==> src/rtl/slave_tx_arb_pkg.sv <==
// slave_tx_arb_pkg
// Shared definitions for the slave return-line arbiter: the FSM state
// encoding and the default response word width.
package slave_tx_arb_pkg;

  localparam int DEFAULT_DATA_WIDTH = 8;

  typedef enum logic [1:0] {
    IDLE  = 2'd0,
    SHIFT = 2'd1,
    DONE  = 2'd2
  } state_t;

endpackage

==> src/rtl/rr_arbiter.sv <==
// rr_arbiter
// Purely combinational rotating-priority picker. Scans req starting at ptr,
// then ptr+1, ... wrapping at NUM_SLAVES, and reports the first set index.
// With ptr held at 0 it degenerates into lowest-index fixed priority.
// Ports:
//   req    [NUM_SLAVES-1:0]  request vector
//   ptr    [PTR_W-1:0]       index with highest priority (must be < NUM_SLAVES)
//   any                      at least one request present
//   winner [PTR_W-1:0]       index of the selected request (0 when none)
//   onehot [NUM_SLAVES-1:0]  one-hot form of winner (0 when none)
module rr_arbiter #(
  parameter int NUM_SLAVES = 3,
  parameter int PTR_W      = $clog2(NUM_SLAVES)
) (
  input  logic [NUM_SLAVES-1:0] req,
  input  logic [PTR_W-1:0]      ptr,
  output logic                  any,
  output logic [PTR_W-1:0]      winner,
  output logic [NUM_SLAVES-1:0] onehot
);

  // Rotating scan; the first hit locks the winner, later hits are ignored.
  always_comb begin
    int  idx;
    logic hit;
    idx    = 0;
    hit    = 1'b0;
    any    = 1'b0;
    winner = '0;
    for (int i = 0; i < NUM_SLAVES; i++) begin
      idx    = int'(ptr) + i;
      idx    = (idx >= NUM_SLAVES) ? (idx - NUM_SLAVES) : idx;
      hit    = req[idx] & ~any;
      winner = hit ? PTR_W'(idx) : winner;
      any    = any | req[idx];
    end
    onehot = any ? (NUM_SLAVES'(1'b1) << winner) : '0;
  end

endmodule

==> src/rtl/slave_tx_arbiter.sv <==
// slave_tx_arbiter
// Shares the single serial return line to the master between NUM_SLAVES
// response sources. An arbitration pass picks one pending byte, latches it
// and shifts it out LSB first; master_ready low pauses the shift for a cycle.
// Build option: define SLAVE_TX_ARB_FIXED_PRIO_EN for fixed lowest-index-wins
// priority (no rotating pointer); default is round-robin.
// Ports:
//   clk           system clock, rising edge
//   reset         synchronous active-low reset
//   master_ready  master accepts a bit this cycle
//   slave_valid   per-slave byte pending
//   slave_data    slave i byte at [i*DATA_WIDTH +: DATA_WIDTH]
//   slave_ack     one-cycle pulse: byte of slave i captured
//   grant         one-hot owner of the line during a transfer
//   busy          transfer in progress
//   tx_data       serial bit, LSB first
//   tx_valid      tx_data holds a valid bit
//   tx_done       one-cycle pulse after the last bit
module slave_tx_arbiter
  import slave_tx_arb_pkg::*;
#(
  parameter int NUM_SLAVES = 3,
  parameter int DATA_WIDTH = DEFAULT_DATA_WIDTH,
  parameter int PTR_W      = $clog2(NUM_SLAVES)
) (
  input  logic                             clk,
  input  logic                             reset,
  input  logic                             master_ready,
  input  logic [NUM_SLAVES-1:0]            slave_valid,
  input  logic [NUM_SLAVES*DATA_WIDTH-1:0] slave_data,
  output logic [NUM_SLAVES-1:0]            slave_ack,
  output logic [NUM_SLAVES-1:0]            grant,
  output logic                             busy,
  output logic                             tx_data,
  output logic                             tx_valid,
  output logic                             tx_done
);

  localparam int               CNT_W    = (DATA_WIDTH > 1) ? $clog2(DATA_WIDTH) : 1;
  localparam logic [CNT_W-1:0] LAST_BIT = CNT_W'(DATA_WIDTH - 1);

  state_t                  state_r, state_next_s;
  logic [DATA_WIDTH-1:0]   shift_r, shift_next_s;
  logic [CNT_W-1:0]        cnt_r, cnt_next_s;
  logic [NUM_SLAVES-1:0]   ack_r, ack_next_s;
  logic [NUM_SLAVES-1:0]   grant_r, grant_next_s;
  logic                    busy_r, busy_next_s;
  logic                    tx_data_r, tx_data_next_s;
  logic                    tx_valid_r, tx_valid_next_s;
  logic                    tx_done_r, tx_done_next_s;

  logic                    arb_any_s;
  logic [PTR_W-1:0]        arb_idx_s;
  logic [NUM_SLAVES-1:0]   arb_onehot_s;
  logic [PTR_W-1:0]        ptr_s;
  logic                    accept_s;

  rr_arbiter #(
    .NUM_SLAVES (NUM_SLAVES),
    .PTR_W      (PTR_W)
  ) u_arb (
    .req    (slave_valid),
    .ptr    (ptr_s),
    .any    (arb_any_s),
    .winner (arb_idx_s),
    .onehot (arb_onehot_s)
  );

  assign accept_s = master_ready & arb_any_s;

`ifdef SLAVE_TX_ARB_FIXED_PRIO_EN
  assign ptr_s = '0;
`else
  logic [PTR_W-1:0] ptr_r;
  logic [PTR_W-1:0] win_r;

  // Remember the owner so the pointer can step just past it once its byte is out.
  always_ff @(posedge clk) begin
    if (!reset) begin
      ptr_r <= '0;
      win_r <= '0;
    end else begin
      if (state_r == IDLE && accept_s) begin
        win_r <= arb_idx_s;
      end
      if (state_r == DONE) begin
        ptr_r <= (win_r == PTR_W'(NUM_SLAVES - 1)) ? '0 : (win_r + PTR_W'(1));
      end
    end
  end

  assign ptr_s = ptr_r;
`endif

  // State, datapath and output registers.
  always_ff @(posedge clk) begin
    if (!reset) begin
      state_r    <= IDLE;
      shift_r    <= '0;
      cnt_r      <= '0;
      ack_r      <= '0;
      grant_r    <= '0;
      busy_r     <= 1'b0;
      tx_data_r  <= 1'b0;
      tx_valid_r <= 1'b0;
      tx_done_r  <= 1'b0;
    end else begin
      state_r    <= state_next_s;
      shift_r    <= shift_next_s;
      cnt_r      <= cnt_next_s;
      ack_r      <= ack_next_s;
      grant_r    <= grant_next_s;
      busy_r     <= busy_next_s;
      tx_data_r  <= tx_data_next_s;
      tx_valid_r <= tx_valid_next_s;
      tx_done_r  <= tx_done_next_s;
    end
  end

  // Next-state and next-output logic; pulses (ack, valid, done) default low.
  always_comb begin
    state_next_s    = state_r;
    shift_next_s    = shift_r;
    cnt_next_s      = cnt_r;
    ack_next_s      = '0;
    grant_next_s    = grant_r;
    busy_next_s     = busy_r;
    tx_data_next_s  = tx_data_r;
    tx_valid_next_s = 1'b0;
    tx_done_next_s  = 1'b0;
    case (state_r)
      IDLE: begin
        if (accept_s) begin
          shift_next_s   = slave_data[int'(arb_idx_s)*DATA_WIDTH +: DATA_WIDTH];
          cnt_next_s     = '0;
          ack_next_s     = arb_onehot_s;
          grant_next_s   = arb_onehot_s;
          busy_next_s    = 1'b1;
          tx_data_next_s = 1'b0;
          state_next_s   = SHIFT;
        end else begin
          grant_next_s   = '0;
          busy_next_s    = 1'b0;
          tx_data_next_s = 1'b0;
        end
      end
      SHIFT: begin
        // master_ready low holds shift, counter and the last driven bit.
        if (master_ready) begin
          tx_data_next_s  = shift_r[0];
          tx_valid_next_s = 1'b1;
          shift_next_s    = shift_r >> 1;
          cnt_next_s      = cnt_r + CNT_W'(1);
          state_next_s    = (cnt_r == LAST_BIT) ? DONE : SHIFT;
        end else begin
          tx_valid_next_s = 1'b0;
        end
      end
      DONE: begin
        tx_done_next_s = 1'b1;
        grant_next_s   = '0;
        busy_next_s    = 1'b0;
        tx_data_next_s = 1'b0;
        state_next_s   = IDLE;
      end
      default: begin
        state_next_s   = IDLE;
        grant_next_s   = '0;
        busy_next_s    = 1'b0;
        tx_data_next_s = 1'b0;
      end
    endcase
  end

  assign slave_ack = ack_r;
  assign grant     = grant_r;
  assign busy      = busy_r;
  assign tx_data   = tx_data_r;
  assign tx_valid  = tx_valid_r;
  assign tx_done   = tx_done_r;

endmodule

==> config.mk <==
export PLATFORM = sky130hd
export DESIGN_NAME = slave_tx_arbiter
export DESIGN_NICKNAME = d
export VERILOG_FILES = /design/src/rtl/slave_tx_arb_pkg.sv /design/src/rtl/rr_arbiter.sv /design/src/rtl/slave_tx_arbiter.sv
export SDC_FILE = /design/constraint.sdc
export NUM_CORES = 1
export LEC_CHECK = 0
export CORE_AREA = 2 2 60 62
export DETAILED_ROUTE_END_ITERATION = 7
export DIE_AREA = 0 0 62 64
export PLACE_DENSITY_LB_ADDON = 0.2
export SETUP_SLACK_MARGIN = 0.1
export SYNTH_ARGS = -nofsm -noshare
export SYNTH_HDL_FRONTEND = slang
export SYNTH_SLANG_ARGS = --single-unit
==> constraint.sdc <==
create_clock -name clk -period 2.9 [get_ports clk]
set_input_delay 0.29 -clock clk [delete_from_list [all_inputs] [get_ports clk]]
set_output_delay 0.29 -clock clk [all_outputs]
set_load 0.02 [all_outputs]
==> images/pinout.png <==
Pins as bars across the die edge, other pins in gray.
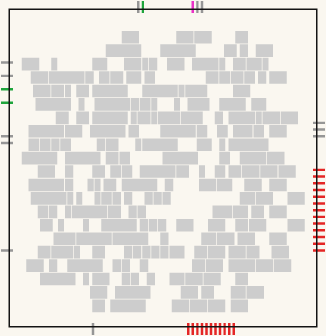
color	port	pins	direction	edge
red	slave_data	24	input	13 east, 11 south
green	grant	3	output	2 west, 1 north
magenta	tx_done	1	output	north
all pins by edge	16 east, 12 south, 7 west, 5 north

==> images/congestion_map.png <==
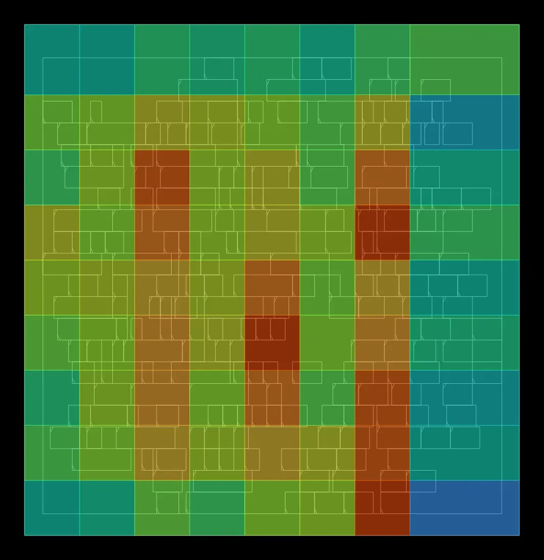
GR Util met1: 27.1%
GR peak layer: met2

==> images/ff_map.png <==
Other sequential cells in the stronger gray, the rest of the logic in the fainter gray.
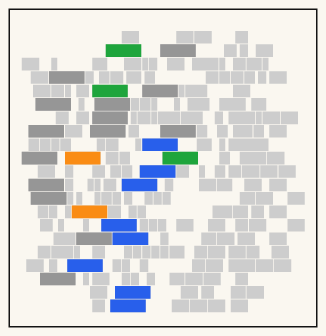
color	name in the netlist	placed flops
blue	shift_r	8
orange	state_r	2
green	slave_ack	3
not colored	14

==> images/m3.png <==
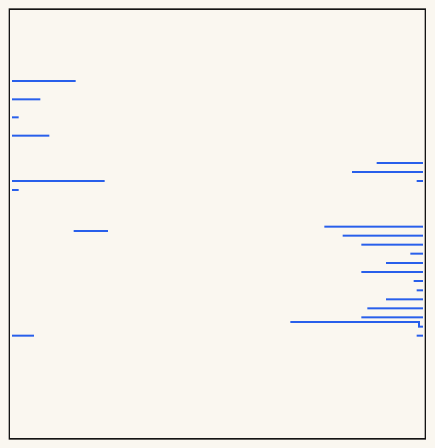
longest straight run	19.1 microns
main direction	horizontal

==> images/layers.png <==
Only two layers are drawn.
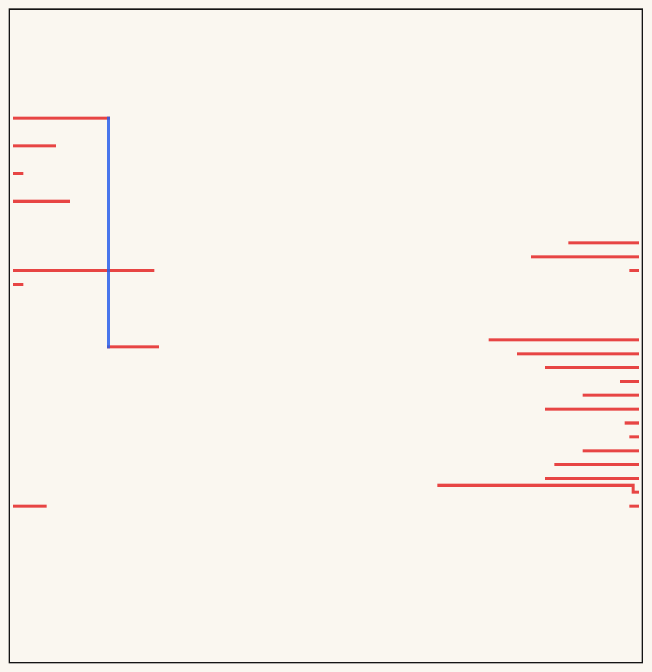
color	layer	wire length
red	M3	154 microns
blue	M4	22.4 microns

==> results.txt <==
status = finished, final reports clean
cells along the critical path = inv_1, ha_1, o41ai_1, o221a_1, or2_1, a311oi_1, o31ai_1
main flop type after synthesis = dfxtp_1
Crit Path Max Fanout = 10
Detailed Route WL = 3.75 mm
CP Buf/Inv Count = 1
Avg Inst Size Synth = 8.88 sq um
PwrDens = 377 nW/um^2
xor+xnor area frac = 0%
first-pass GRT wire length = 6.10 mm
tool warnings = 29
crit start category = register
setup bufs post-CTS = 0
element type at the critical path end = register
Achievable Freq = 0.394 GHz
setup TNS = 0 ns
chip area = 3970 sq um
Psw = 212 uW
Pwr Total = 755 uW
Worst Skew = 0.00816 ns
CTS tree = built
Hold-fix buffers, CTS = 0
CTS Sinks = 27
DR iter-0 viols = 108
Max Slew Vio Count = 0
crit path DRT = 3.14 ns
Max VDD drop = 0.298 mV
H-tree Lvls = 1
yosys stat area = 1590 sq um
number of max-cap violations = 0
final count of hold timing violations = 0
chip height = 64 microns
peak per-stage delay on the critical path = 0.50 ns
Adder Area Share = 4.72%
HP Class = reg -> reg
Skew-Pair Late Insertion Delay = 0.32 ns
aoi share = 31.7%
Vias = 1406
Slew Limit Headroom = 55.9%
Reg power frac = 53.6%
-- kinds of logic (layout without fill, tap and decap cells) --
| group | after synthesis | in the layout |
|---|---|---|
| buf+inv | 18 | 50 |
| flops | 27 | 27 |
| compound gates | 70 | 70 |
| fa+ha+maj | 6 | 6 |
| mux | 7 | 7 |
| simple gates | 51 | 51 |
-- registers in the layout (all words and copies together), names as in the netlist --
name and flops:
shift_r 8, busy 1, ptr_r 2, tx_data 1, tx_valid 1, slave_ack 3
state_r 2, win_r 2, cnt_r 3, grant 3, tx_done 1
-- area by class of cell --
class                           count  area [sq um]  area share, %
Multi-Input combinational cell    134           948           47.3
Sequential cell                    27           541           27.0
Timing Repair Buffer               42           413           20.6
Tap cell                           46          57.6           2.87
Clock buffer                        3          22.5           1.12
Inverter                            4          15.0          0.749
Clock inverter                      1          7.51          0.375
-- cell usage after synthesis (2+ instances only) --
cell      instances
a21boi_0         10
a21boi_1          3
a21oi_1          21
a311o_1           7
and2_1            2
buf_2             2
buf_4             2
buf_6             3
clkbuf_1          6
dfxtp_1          27
ha_1              6
inv_1             4
mux2_4            2
mux2i_1           4
nand2_1          11
nand2b_1          4
nand3_1           4
nand3b_1          3
nor2_1           10
nor2b_1           9
o21a_1            4
o21ai_0           8
o221ai_1          6
o221ai_2          2
-- layer usage --
| metal | routed length [microns] | GRT usage [%] | vias up | part of all wire, % |
|---|---|---|---|---|
| met5 | 0 | 0 | - | 0 |
| li1 | - | - | 724 | - |
| met4 | 22 | 5.05 | 0 | 0.59 |
| met1 | 1790 | 27.1 | 657 | 48 |
| met3 | 154 | 2.02 | 2 | 4.1 |
| met2 | 1780 | 32.2 | 23 | 47 |
-- path summary, 6_finish.rpt --
kind,to,slack [ns],depth (start not counted)
hold / removal,grant[1]$_SDFFE_PN0N_,0.48,2
setup reg to reg,shift_r[7]$_SDFFE_PN0P_,0.36,7
setup / recovery,shift_r[7]$_SDFFE_PN0P_,0.36,7
hold reg to reg,grant[1]$_SDFFE_PN0N_,0.48,2
-- power by group through the flow --
stage	registers, uW	clock network [uW]	logic, uW
6_report	405	162	189
5_1_grt	408	185	208
4_1_cts	405	167	189
3_5_place_dp	414	0	188
3_3_place_gp	412	0	185
2_1_floorplan	417	0	109
-- stage by stage --
| step | std cells | instance area [sq um] | hold slack (ns) | setup WS [ns] |
|---|---|---|---|---|
| floorplan | 179 | 1590 | 0.443 | 0.779 |
| global placement | 253 | 1970 | 0.447 | 0.499 |
| detailed placement | 253 | 1970 | 0.455 | 0.427 |
| CTS | 257 | 2000 | 0.481 | 0.393 |
| global route | 257 | 2000 | 0.508 | 0.187 |
| finish | 257 | 2000 | 0.476 | 0.361 |
-- worst register-to-register path: cells and delay by family, from the launching register on --
family | cells | cell delay, ns
compound gates | 4 | 1.32
fa+ha+maj | 1 | 0.43
buf+inv | 1 | 0.09
flops | 1 | 0.39
simple gates | 1 | 0.24
Power is estimated from default activity; no workload was simulated.
